### src/rtl/vd_frame_ctrl.sv
// Frame sequencer for a Viterbi decoder: paces code symbols onto the decoder at a
// fixed symbol rate, appends a zero tail, drains traceback and collects decoded bits.
module vd_frame_ctrl #(
  parameter int WD_CODE     = 2,
  parameter int K           = 9,
  parameter int TB_LAT      = 40,
  parameter int CYC_PER_SYM = 4,
  parameter int LEN_W       = 10
) (
  input  logic               CLOCK,
  input  logic               Reset,
  input  logic               start,
  input  logic [LEN_W-1:0]   frame_len,
  input  logic               sym_valid,
  input  logic [WD_CODE-1:0] sym_data,
  output logic               sym_ready,
  output logic               dec_active,
  output logic [WD_CODE-1:0] dec_code,
  input  logic               dec_out,
  output logic               bit_valid,
  output logic               bit_data,
  output logic               busy,
  output logic               underrun,
  output logic               frame_done
);

  localparam int PH_W   = $clog2(CYC_PER_SYM);
  // slot must cover the longest frame plus decoder latency and tail
  localparam int SPAN_W = $clog2((1 << LEN_W) + TB_LAT + K) + 1;
  localparam int SLOT_W = (SPAN_W > LEN_W + 8) ? SPAN_W : LEN_W + 8;

  typedef enum logic [2:0] {IDLE, DATA, TAIL, DRAIN, DONE} state_t;

  state_t             state_reg, state_next;
  logic [PH_W-1:0]    phase_reg, phase_next;
  logic [SLOT_W-1:0]  slot_reg, slot_next;
  logic [LEN_W-1:0]   out_cnt_reg, out_cnt_next;
  logic [LEN_W-1:0]   len_reg, len_next;
  logic [WD_CODE-1:0] dec_code_reg, dec_code_next;
  logic               dec_active_reg, dec_active_next;
  logic               bit_valid_reg, bit_valid_next;
  logic               bit_data_reg, bit_data_next;
  logic               underrun_reg, underrun_next;

  logic              phase_last;
  logic              phase_first;
  logic [SLOT_W-1:0] len_ext;
  logic              data_last;
  logic              tail_last;
  logic              capture_ok;

  assign phase_last  = (phase_reg == PH_W'(CYC_PER_SYM - 1));
  assign phase_first = (phase_reg == '0);
  assign len_ext     = SLOT_W'(len_reg);
  assign data_last   = (slot_reg == len_ext - SLOT_W'(1));
  assign tail_last   = (slot_reg == len_ext + SLOT_W'(K - 2));
  assign capture_ok  = phase_last && (slot_reg >= SLOT_W'(TB_LAT)) && (out_cnt_reg < len_reg);

  always_ff @(posedge CLOCK) begin
    if (Reset) begin
      state_reg      <= IDLE;
      phase_reg      <= '0;
      slot_reg       <= '0;
      out_cnt_reg    <= '0;
      len_reg        <= '0;
      dec_code_reg   <= '0;
      dec_active_reg <= 1'b0;
      bit_valid_reg  <= 1'b0;
      bit_data_reg   <= 1'b0;
      underrun_reg   <= 1'b0;
    end else begin
      state_reg      <= state_next;
      phase_reg      <= phase_next;
      slot_reg       <= slot_next;
      out_cnt_reg    <= out_cnt_next;
      len_reg        <= len_next;
      dec_code_reg   <= dec_code_next;
      dec_active_reg <= dec_active_next;
      bit_valid_reg  <= bit_valid_next;
      bit_data_reg   <= bit_data_next;
      underrun_reg   <= underrun_next;
    end
  end

  always_comb begin
    state_next      = state_reg;
    phase_next      = phase_reg;
    slot_next       = slot_reg;
    out_cnt_next    = out_cnt_reg;
    len_next        = len_reg;
    dec_code_next   = dec_code_reg;
    dec_active_next = dec_active_reg;
    bit_valid_next  = 1'b0;
    bit_data_next   = bit_data_reg;
    underrun_next   = underrun_reg;

    case (state_reg)
      IDLE: begin
        if (start && (frame_len != '0)) begin
          state_next    = DATA;
          len_next      = frame_len;
          underrun_next = 1'b0;
          phase_next    = '0;
          slot_next     = '0;
          out_cnt_next  = '0;
          dec_code_next = '0;
        end
      end

      DATA, TAIL, DRAIN: begin
        phase_next = phase_last ? '0 : phase_reg + PH_W'(1);
        slot_next  = slot_reg + {{(SLOT_W-1){1'b0}}, phase_last};

        // The decoder runs on a fixed schedule, so a missing symbol becomes a zero, not a stall
        if (phase_first) begin
          if (state_reg == DATA) begin
            dec_code_next   = sym_valid ? sym_data : '0;
            dec_active_next = 1'b1;
            if (!sym_valid)
              underrun_next = 1'b1;
          end else begin
            dec_code_next = '0;
          end
        end

        if (capture_ok) begin
          bit_valid_next = 1'b1;
          bit_data_next  = dec_out;
          out_cnt_next   = out_cnt_reg + LEN_W'(1);
        end

        if (state_reg == DATA && phase_last && data_last)
          state_next = TAIL;
        else if (state_reg == TAIL && phase_last && tail_last)
          state_next = DRAIN;
        else if (state_reg == DRAIN && out_cnt_reg == len_reg) begin
          state_next      = DONE;
          dec_active_next = 1'b0;
        end
      end

      DONE: state_next = IDLE;

      default: state_next = IDLE;
    endcase
  end

  assign sym_ready  = (state_reg == DATA) && phase_first;
  assign dec_active = dec_active_reg;
  assign dec_code   = dec_code_reg;
  assign bit_valid  = bit_valid_reg;
  assign bit_data   = bit_data_reg;
  assign busy       = (state_reg != IDLE);
  assign underrun   = underrun_reg;
  assign frame_done = (state_reg == DONE);

endmodule

### config.mk
export PLATFORM = sky130hd
export DESIGN_NAME = vd_frame_ctrl
export DESIGN_NICKNAME = d
export VERILOG_FILES = /design/src/rtl/vd_frame_ctrl.sv
export SDC_FILE = /design/constraint.sdc
export NUM_CORES = 1
export LEC_CHECK = 0
export ABC_CLOCK_PERIOD_IN_PS = 7160
export CAP_MARGIN = 20
export CORE_UTILIZATION = 40
export CTS_CLUSTER_SIZE = 20
export DETAILED_ROUTE_END_ITERATION = 8
export MAX_ROUTING_LAYER = met4
export PLACE_DENSITY = 0.59
export SYNTH_ARGS = -nofsm -noshare
export SYNTH_HDL_FRONTEND = slang
export SYNTH_SLANG_ARGS = --single-unit
### constraint.sdc
create_clock -name CLOCK -period 7.16 [get_ports CLOCK]
set_input_delay 1.79 -clock CLOCK [delete_from_list [all_inputs] [get_ports CLOCK]]
set_output_delay 1.79 -clock CLOCK [all_outputs]
set_load 0.005 [all_outputs]
==> impl_metrics.json <==
{
  "finish.cell_count_without_fillers": 527,
  "netlist.area_leader.share_pct": 31.2,
  "post-route-cell-area_sq_mm": 0.00351,
  "synth.yosys.warnings": 0,
  "final_critical_path_setup_slack_ns": 3.53,
  "place_ws_ns": 3.26,
  "seq-cell-share_pct": 28.0,
  "postRouteWirelength_microns": 7900,
  "post-route-min-period_ns": 3.63,
  "hold_violations": 0,
  "top_level_ports": 26,
  "grt_antenna_before_repair": 0,
  "layout.filler_cells": 773,
  "peak_fanout_along_the_critical_path": 8,
  "synth_cell_types": 52,
  "cp_slowest_cell": "sky130_fd_sc_hd__clkdlybuf4s50_1",
  "irDropWorstVdd_mv": 0.0862,
  "synth-main-ff-cell": "sky130_fd_sc_hd__dfxtp_1",
  "top_power_group": "sequential cells",
  "tritoncts_num_sinks": 49,
  "clock_latency_ns": 0.30,
  "clockBufferDepth": 2,
  "synth_async_sr_flop_share_pct": 0,
  "drt-wirelength-per-cell_microns": 15.0,
  "met2_wirelength_microns": 3450,
  "power_frac_comb_pct": 18.6,
  "rows": 31,
  "largest_register_ff_count": 18,
  "layout.cells.most_common_list": "sky130_fd_sc_hd__nor2_1 (50), sky130_fd_sc_hd__dfxtp_1 (49), sky130_fd_sc_hd__nand2_1 (46)",
  "final.setup_skew_ns": 0.00567,
  "layout.comb_gates.multi_input": 325,
  "crit_family": "simple AND/OR/NAND/NOR gates",
  "critical_path_buf_inv_count": 1,
  "timing.max_cap.violations": 0,
  "comb-cell-share_pct": 56.3,
  "power_density_mw_per_mm2": 160,
  "log.warning_count": 27,
  "met3RoutedLength_microns": 321,
  "buf_share_pct": 7.77,
  "overflow": 0,
  "placement.cell_area_sq_mm": 0.00342,
  "dominant_cells": "logic gates",
  "drt_iter0_drc": 125,
  "flop_area_sq_um": 981,
  "crit_arrival_ns": 1.84,
  "result_of_the_run": "completed",
  "clkbuf_count": 6,
  "place.gp.congestion": 0.835,
  "yosys-top-cells-count": "sky130_fd_sc_hd__nor2_1 (50), sky130_fd_sc_hd__dfxtp_1 (49), sky130_fd_sc_hd__nand2_1 (46)",
  "clockRootBuffer": "sky130_fd_sc_hd__clkbuf_8",
  "router_iterations_before_antenna_repair": 4,
  "cpPeakStageDelay_ns": 0.51,
  "powerComb_w": 0.000104,
  "hold_buffers": 0,
  "power.static_leakage_nw": 1.27,
  "post-cts-setup-buffers": 0,
  "floorplan.tapcells": 99,
  "antenna_cells_inserted": 0,
  "worst_ep_required_time_ns": 5.37,
  "setup_violations": 0,
  "series_of_cell_instances_along_the_critical_path": "nor3b_1 > and2_1 > clkdlybuf4s50_1",
  "intPower_w": 0.000392,
  "pin_count_of_the_biggest_net_entering_global_routing": 41,
  "route.vias.total": 2918,
  "postSynthAreaPerCell_sq_um": 7.53,
  "switching_share_pct": 29.9,
  "worstRegToRegCells": 9,
  "die.size.y_microns": 90.7,
  "post-dp-hpwl_microns": 5610,
  "yosys_area_sq_mm": 0.00315
}
==> cells by family (layout without fill, tap and decap cells) <==
group	count (synthesis)	count (layout)	share of synthesized area, %
AND/OR/NAND/NOR	194	194	30.6
AND-OR/OR-AND	83	83	16.1
flip-flops	49	49	31.2
buffers and inverters	44	54	6.08
XOR/XNOR	24	24	6.92
adder cells (fa/ha/maj)	16	16	6.36
multiplexers	8	8	2.70
==> worst paths after layout <==
kind	from	to	slack (ns)
setup / recovery	state_reg[0]	sym_ready	3.53
hold / removal	dec_code[1]	dec_code[1]	0.46
setup reg to reg	len_reg[5]	out_cnt_reg[9]	4.35
hold reg to reg	dec_code[1]	dec_code[1]	0.46
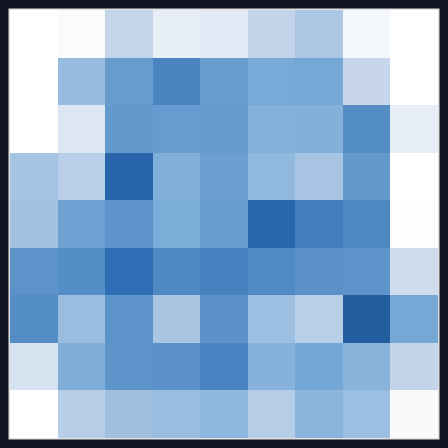
Figure 1: local utilization.
9 x 9 tiles, from white (low) to dark blue (high), 0 to 100% covered.
9.9% of the tiles are nearly empty. The emptiest ninth of the die: upper left. The fullest tile reaches 82%. 3.7% of the tiles are over 75% full. The mean over all tiles is 41%.
initial cell density of the core: 42.3%
Core Area: 0.00745 sq mm
utilization after layout: 47.1%

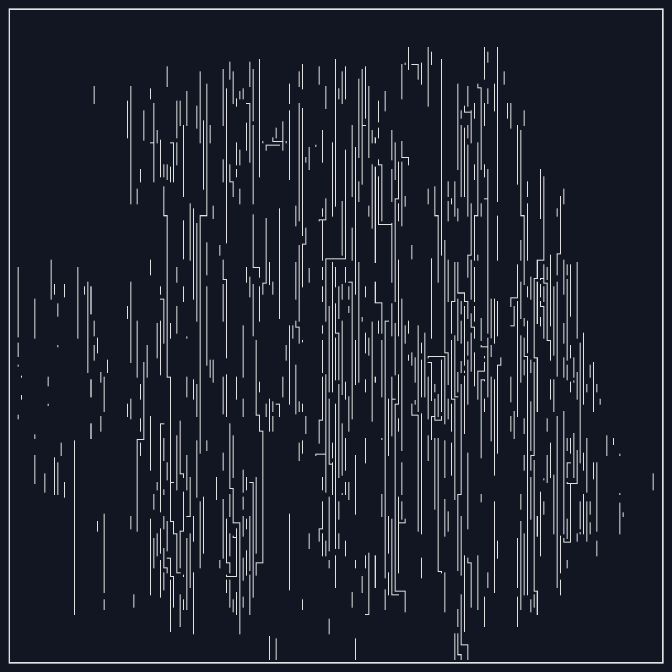
Figure 2: the metal 2 layer.
The layer carries 3450 microns of wire. The wires run mostly vertical. The longest straight run is 35.7 microns.

